[config.mk]
export PLATFORM = sky130hd
export DESIGN_NAME = cla_add_sequencer
export DESIGN_NICKNAME = d
export VERILOG_FILES = /design/src/rtl/cla_add_sequencer.sv
export SDC_FILE = /design/constraint.sdc
export NUM_CORES = 1
export LEC_CHECK = 0
export ABC_AREA = 1
export CORE_UTILIZATION = 41
export CTS_CLUSTER_DIAMETER = 40
export DETAILED_ROUTE_END_ITERATION = 8
export PLACE_DENSITY = 0.83
export SETUP_SLACK_MARGIN = 0.5
export SLEW_MARGIN = 20
export SYNTH_ARGS = -nofsm -noshare
export SYNTH_HDL_FRONTEND = slang
export SYNTH_SLANG_ARGS = --single-unit
[constraint.sdc]
create_clock -name clk -period 2.5 [get_ports clk]
set_clock_uncertainty 0.15 [all_clocks]
set_input_delay 0.375 -clock clk [delete_from_list [all_inputs] [get_ports clk]]
set_output_delay 0.375 -clock clk [all_outputs]
set_load 0.01 [all_outputs]
[src/rtl/cla_add_sequencer.sv]
// Round-robin sequencer that shares one external 8-bit carry-lookahead adder between two requesters.
// Optional signed-overflow flag on the response is built when CLA_SEQ_OVF_EN is defined.
module cla_add_sequencer #(
    parameter int unsigned WIDTH         = 8,
    parameter int unsigned SETTLE_CYCLES = 3
) (
    input  logic             clk,
    input  logic             rst_n,

    input  logic             req0_valid,
    output logic             req0_ready,
    input  logic [WIDTH-1:0] req0_a,
    input  logic [WIDTH-1:0] req0_b,
    input  logic             req0_cin,

    input  logic             req1_valid,
    output logic             req1_ready,
    input  logic [WIDTH-1:0] req1_a,
    input  logic [WIDTH-1:0] req1_b,
    input  logic             req1_cin,

    output logic [WIDTH-1:0] cla_a,
    output logic [WIDTH-1:0] cla_b,
    output logic             cla_cin,
    input  logic [WIDTH-1:0] cla_sum,
    input  logic             cla_cout,

    output logic             rsp_valid,
    input  logic             rsp_ready,
    output logic             rsp_id,
    output logic [WIDTH-1:0] rsp_sum,
    output logic             rsp_cout,
    output logic             rsp_ovf,
    output logic             busy
);

    typedef enum logic [1:0] {StIdle, StSettle, StResp} state_e;

    // Counter reload: the capture edge is the one that sees cnt == 0.
    localparam logic [3:0] CntInit = 4'(SETTLE_CYCLES - 1);

    state_e           state_q, state_d;
    logic             last_grant_q, last_grant_d;
    logic [3:0]       cnt_q, cnt_d;
    logic [WIDTH-1:0] cla_a_q, cla_a_d;
    logic [WIDTH-1:0] cla_b_q, cla_b_d;
    logic             cla_cin_q, cla_cin_d;
    logic             rsp_valid_q, rsp_valid_d;
    logic             rsp_id_q, rsp_id_d;
    logic [WIDTH-1:0] rsp_sum_q, rsp_sum_d;
    logic             rsp_cout_q, rsp_cout_d;

    logic             grant;
    logic             grant_valid;
    logic             accept;
    logic             capture;

    // Arbitration: a lone requester wins outright; on a tie the one not granted last time wins.
    always_comb begin
        grant_valid = req0_valid | req1_valid;
        if (req0_valid && req1_valid) begin
            grant = ~last_grant_q;
        end else begin
            grant = ~req0_valid;
        end
    end

    // Ready is held low while reset is asserted so every output reads 0 during reset.
    assign accept     = rst_n && (state_q == StIdle) && grant_valid;
    assign req0_ready = accept && !grant;
    assign req1_ready = accept && grant;
    assign capture    = (state_q == StSettle) && (cnt_q == 4'd0);

    always_comb begin
        state_d      = state_q;
        last_grant_d = last_grant_q;
        cnt_d        = cnt_q;
        cla_a_d      = cla_a_q;
        cla_b_d      = cla_b_q;
        cla_cin_d    = cla_cin_q;
        rsp_valid_d  = rsp_valid_q;
        rsp_id_d     = rsp_id_q;
        rsp_sum_d    = rsp_sum_q;
        rsp_cout_d   = rsp_cout_q;

        unique case (state_q)
            StIdle: begin
                if (accept) begin
                    cla_a_d      = grant ? req1_a : req0_a;
                    cla_b_d      = grant ? req1_b : req0_b;
                    cla_cin_d    = grant ? req1_cin : req0_cin;
                    rsp_id_d     = grant;
                    last_grant_d = grant;
                    cnt_d        = CntInit;
                    state_d      = StSettle;
                end
            end
            StSettle: begin
                if (capture) begin
                    rsp_sum_d   = cla_sum;
                    rsp_cout_d  = cla_cout;
                    rsp_valid_d = 1'b1;
                    state_d     = StResp;
                end else begin
                    cnt_d = cnt_q - 4'd1;
                end
            end
            StResp: begin
                if (rsp_ready) begin
                    rsp_valid_d = 1'b0;
                    state_d     = StIdle;
                end
            end
            default: begin
                rsp_valid_d = 1'b0;
                state_d     = StIdle;
            end
        endcase
    end

    always_ff @(posedge clk or negedge rst_n) begin
        if (!rst_n) begin
            state_q      <= StIdle;
            last_grant_q <= 1'b1;
            cnt_q        <= 4'd0;
            cla_a_q      <= '0;
            cla_b_q      <= '0;
            cla_cin_q    <= 1'b0;
            rsp_valid_q  <= 1'b0;
            rsp_id_q     <= 1'b0;
            rsp_sum_q    <= '0;
            rsp_cout_q   <= 1'b0;
        end else begin
            state_q      <= state_d;
            last_grant_q <= last_grant_d;
            cnt_q        <= cnt_d;
            cla_a_q      <= cla_a_d;
            cla_b_q      <= cla_b_d;
            cla_cin_q    <= cla_cin_d;
            rsp_valid_q  <= rsp_valid_d;
            rsp_id_q     <= rsp_id_d;
            rsp_sum_q    <= rsp_sum_d;
            rsp_cout_q   <= rsp_cout_d;
        end
    end

`ifdef CLA_SEQ_OVF_EN
    logic rsp_ovf_q, rsp_ovf_d;

    // Signed overflow: like-signed operands producing a sum of the opposite sign.
    always_comb begin
        rsp_ovf_d = rsp_ovf_q;
        if (capture) begin
            rsp_ovf_d = (cla_a_q[WIDTH-1] == cla_b_q[WIDTH-1]) &&
                        (cla_sum[WIDTH-1] != cla_a_q[WIDTH-1]);
        end
    end

    always_ff @(posedge clk or negedge rst_n) begin
        if (!rst_n) begin
            rsp_ovf_q <= 1'b0;
        end else begin
            rsp_ovf_q <= rsp_ovf_d;
        end
    end

    assign rsp_ovf = rsp_ovf_q;
`else
    assign rsp_ovf = 1'b0;
`endif

    assign cla_a     = cla_a_q;
    assign cla_b     = cla_b_q;
    assign cla_cin   = cla_cin_q;
    assign rsp_valid = rsp_valid_q;
    assign rsp_id    = rsp_id_q;
    assign rsp_sum   = rsp_sum_q;
    assign rsp_cout  = rsp_cout_q;
    assign busy      = (state_q != StIdle);

endmodule

m2.png
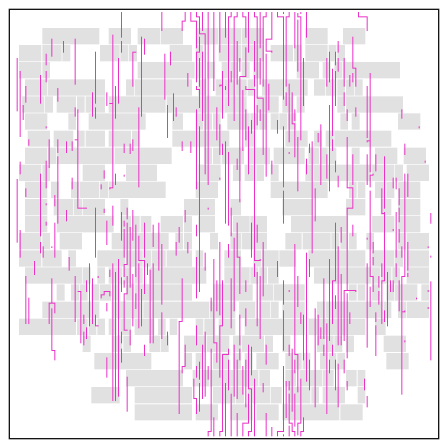
The layer carries 2140 um of wire. 279 nets have wire on it. The longest straight run is 27.4 um. The layer holds 50% of the routed length. The wires run mostly vertical.
DR vias: 1675
met2 usage: 34.9%

m3.png
Bar = 20 um.
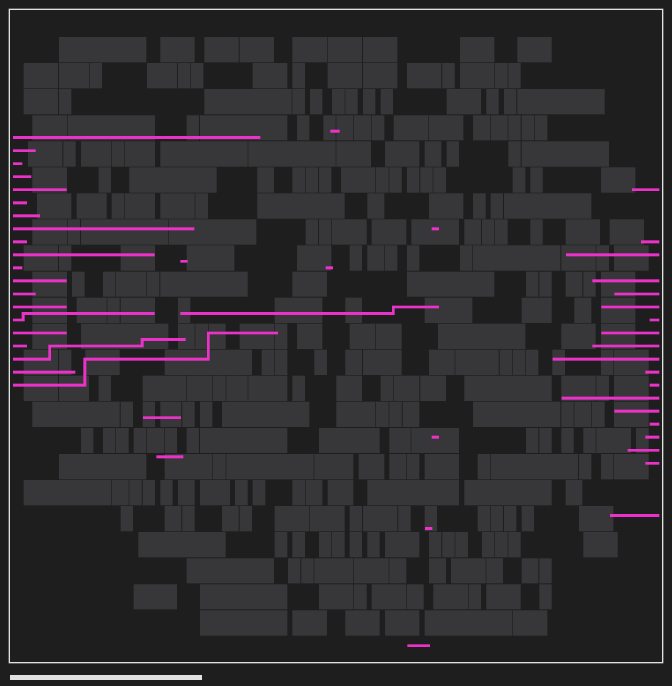
43 nets have wire on it. The wires run mostly horizontal. The layer holds 6.7% of the routed length.
DRT Wirelength: 4.24 mm
GRT met3 Usage: 6.00%

layers.png
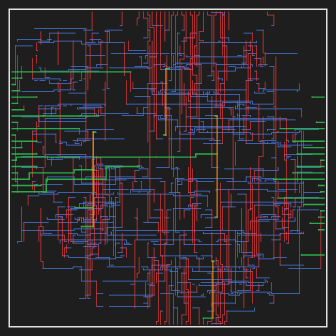
Green stands for M3, wire length 286 um. Blue stands for M1, wire length 1750 um. Orange stands for M4, wire length 68.7 um. Red stands for M2, wire length 2140 um.
Routed WL per cell: 11.7 um
Total GRT Usage: 19.6%

==> results.yml <==
# implementation run metrics
logic_synthesis:
  synthArstFlopShare_pct: 100
  synth-edff-count: 0
  synthesis.area_um2: 1790
  ys_seq_share_pct: 49.0
  yosys_warnings: 0
  fp_nets: 279
  flop_cell: "dfrtp_1"
clock_tree:
  cts_max_level: 2
  clkLatencyLatePin_ns: 0.28
  cts_tree: "yes"
  cts-root-buf: "clkbuf_8"
  ctsHoldBuffers: 0
  cts_max_path_buffers: 2
  cts_buffers: 5
  cts_setup_buffers: 0
critical_path:
  ff2ff_path_depth: 6
  end_kind: "output pin"
  critPathLaunchType: "register"
  r2r_slack_ns: 1.04
  path_class: "reg2out"
  worstPathArrival_ns: 1.44
  cp_max_fo: 3
placement:
  dp_slack_ns: 0.146
  dp_hpwl_mm: 3.19
  gp_congestion: 0.734
final_layout:
  fillers: 351
  syn2layout_area_growth_pct: 52.3
  mostFrequentLayoutCells: "nand2_1 (109), clkdlybuf4s50_1 (74), dfrtp_1 (34)"
  layout.nets: 364
  final_core_util_pct: 66.7
  layout.cells.most_common: "nand2_1"
power:
  irDropWorstVdd_uv: 587
  p_leak_nw: 1.40
detailed_routing:
  dr.first_iter.drc_count: 48
  viasPerCell: 4.60
  ant_nets: 0
sta:
  period_minus_slack_ns: 1.97
  fmax_ghz: 0.509
  slew_violations: 0
  setup_viol: 0
global_route:
  antenna_found_initial: 0
  grt_pass1_vias: 1516
die:
  fp-utilization_pct: 43.8
  die_h_um: 68.1
  die_area_um2: 4630
run_status:
  outcome: "complete, no violations"
worst max path at each step:
stage                  to  slack [ns]  cells after the start  startpoint
2_1_floorplan  req1_ready        0.90                      4  state_q[1]
3_3_place_gp   req0_ready        0.15                      6  req0_valid
3_5_place_dp   req0_ready        0.15                      6  req0_valid
4_1_cts        req0_ready        0.46                      6  req0_valid
5_1_grt        req0_ready        0.49                      6  req1_valid
6_report             busy        0.53                      3  state_q[1]
metrics by stage:
stage          area [um^2]  hold WS [ns]  total power [W]  cells
2_1_floorplan         1790       -0.0706          0.00179    229
3_3_place_gp          2630         0.305          0.00243    357
3_5_place_dp          2630         0.307          0.00249    357
4_1_cts               2710        0.0564          0.00290    364
5_1_grt               2730        0.0783          0.00312    364
6_report              2730        0.0392          0.00289    364
final cells by class:
| class | count | area share, % |
|---|---|---|
| multi-input combinational | 161 | 27.8 |
| clock buffer | 6 | 3.03 |
| inverter | 23 | 3.35 |
| tap | 50 | 2.30 |
| timing repair buffer | 88 | 31.2 |
| sequential | 35 | 32.2 |
| clock inverter | 1 | 0.184 |
synthesized netlist by cell type (2+ instances only):
cell type  number  area [um^2]
nor2_1          5         18.8
buf_6           3         33.8
buf_4           3         22.5
buf_2           4         20.0
dfrtp_1        34          851
nand2_1       109          409
nand3_1        21          105
ha_1            2         25.0
o21ai_2         9         78.8
inv_1          21         78.8
o21ai_0         3         15.0
nand2_2         2         12.5
a21oi_1         3         15.0
worst max-delay path: stages (launching register included):
cell and delay [ns]:
dfrtp_1 0.46, nor2_4 0.06, inv_1 0.09, clkdlybuf4s50_1 0.55
where the power goes:
group	leakage, nW	switching, W	internal [W]
clock network	0.0470	0.000188	0.000216
logic	0.921	0.000740	0.000747
registers	0.434	0.000157	0.000839
total	1.40	0.00108	0.00180
registers in the layout, indices dropped and copies added, names as in the netlist:
| signal | cells |
|---|---|
| cnt_q | 4 |
| cla_a | 8 |
| state_q | 2 |
| rsp_cout | 1 |
| cla_cin | 1 |
| last_grant_q | 1 |
| rsp_id | 1 |
| rsp_valid | 1 |
| rsp_sum | 8 |
| cla_b | 8 |
metal layers:
layer	vias to the layer above	share of wire (%)	routed length (um)	GRT usage (%)
met5	-	0	0	0
met4	0	1.6	68	7.55
met3	10	6.7	285	6.00
met2	50	50	2140	34.9
met1	752	41	1750	21.6
li1	863	-	-	-
logic make-up (layout without fill, tap and decap cells):
family                     after synthesis  count (layout)  synth area share, %
and+or+nand+nor                        142             142                 33.4
DFF                                     35              35                 49.0
buffers and inverters                   33             118                 9.37
AOI/OAI and AO/OA                       15              15                 6.08
adders and majority gates                2               2                 1.40
other                                    1               1                0.210
xor gates and xnor gates                 1               1                0.490
repair_timing:
| action | 4_1_cts | 5_1_grt |
|---|---|---|
| cloned | 0 | 0 |
| pin swaps | 0 | 0 |
| endpoints found under the setup margin | 2 | 2 |
| resized | 7 | 4 |
Power figures rest on the tool's default switching activity, not on a simulated workload.
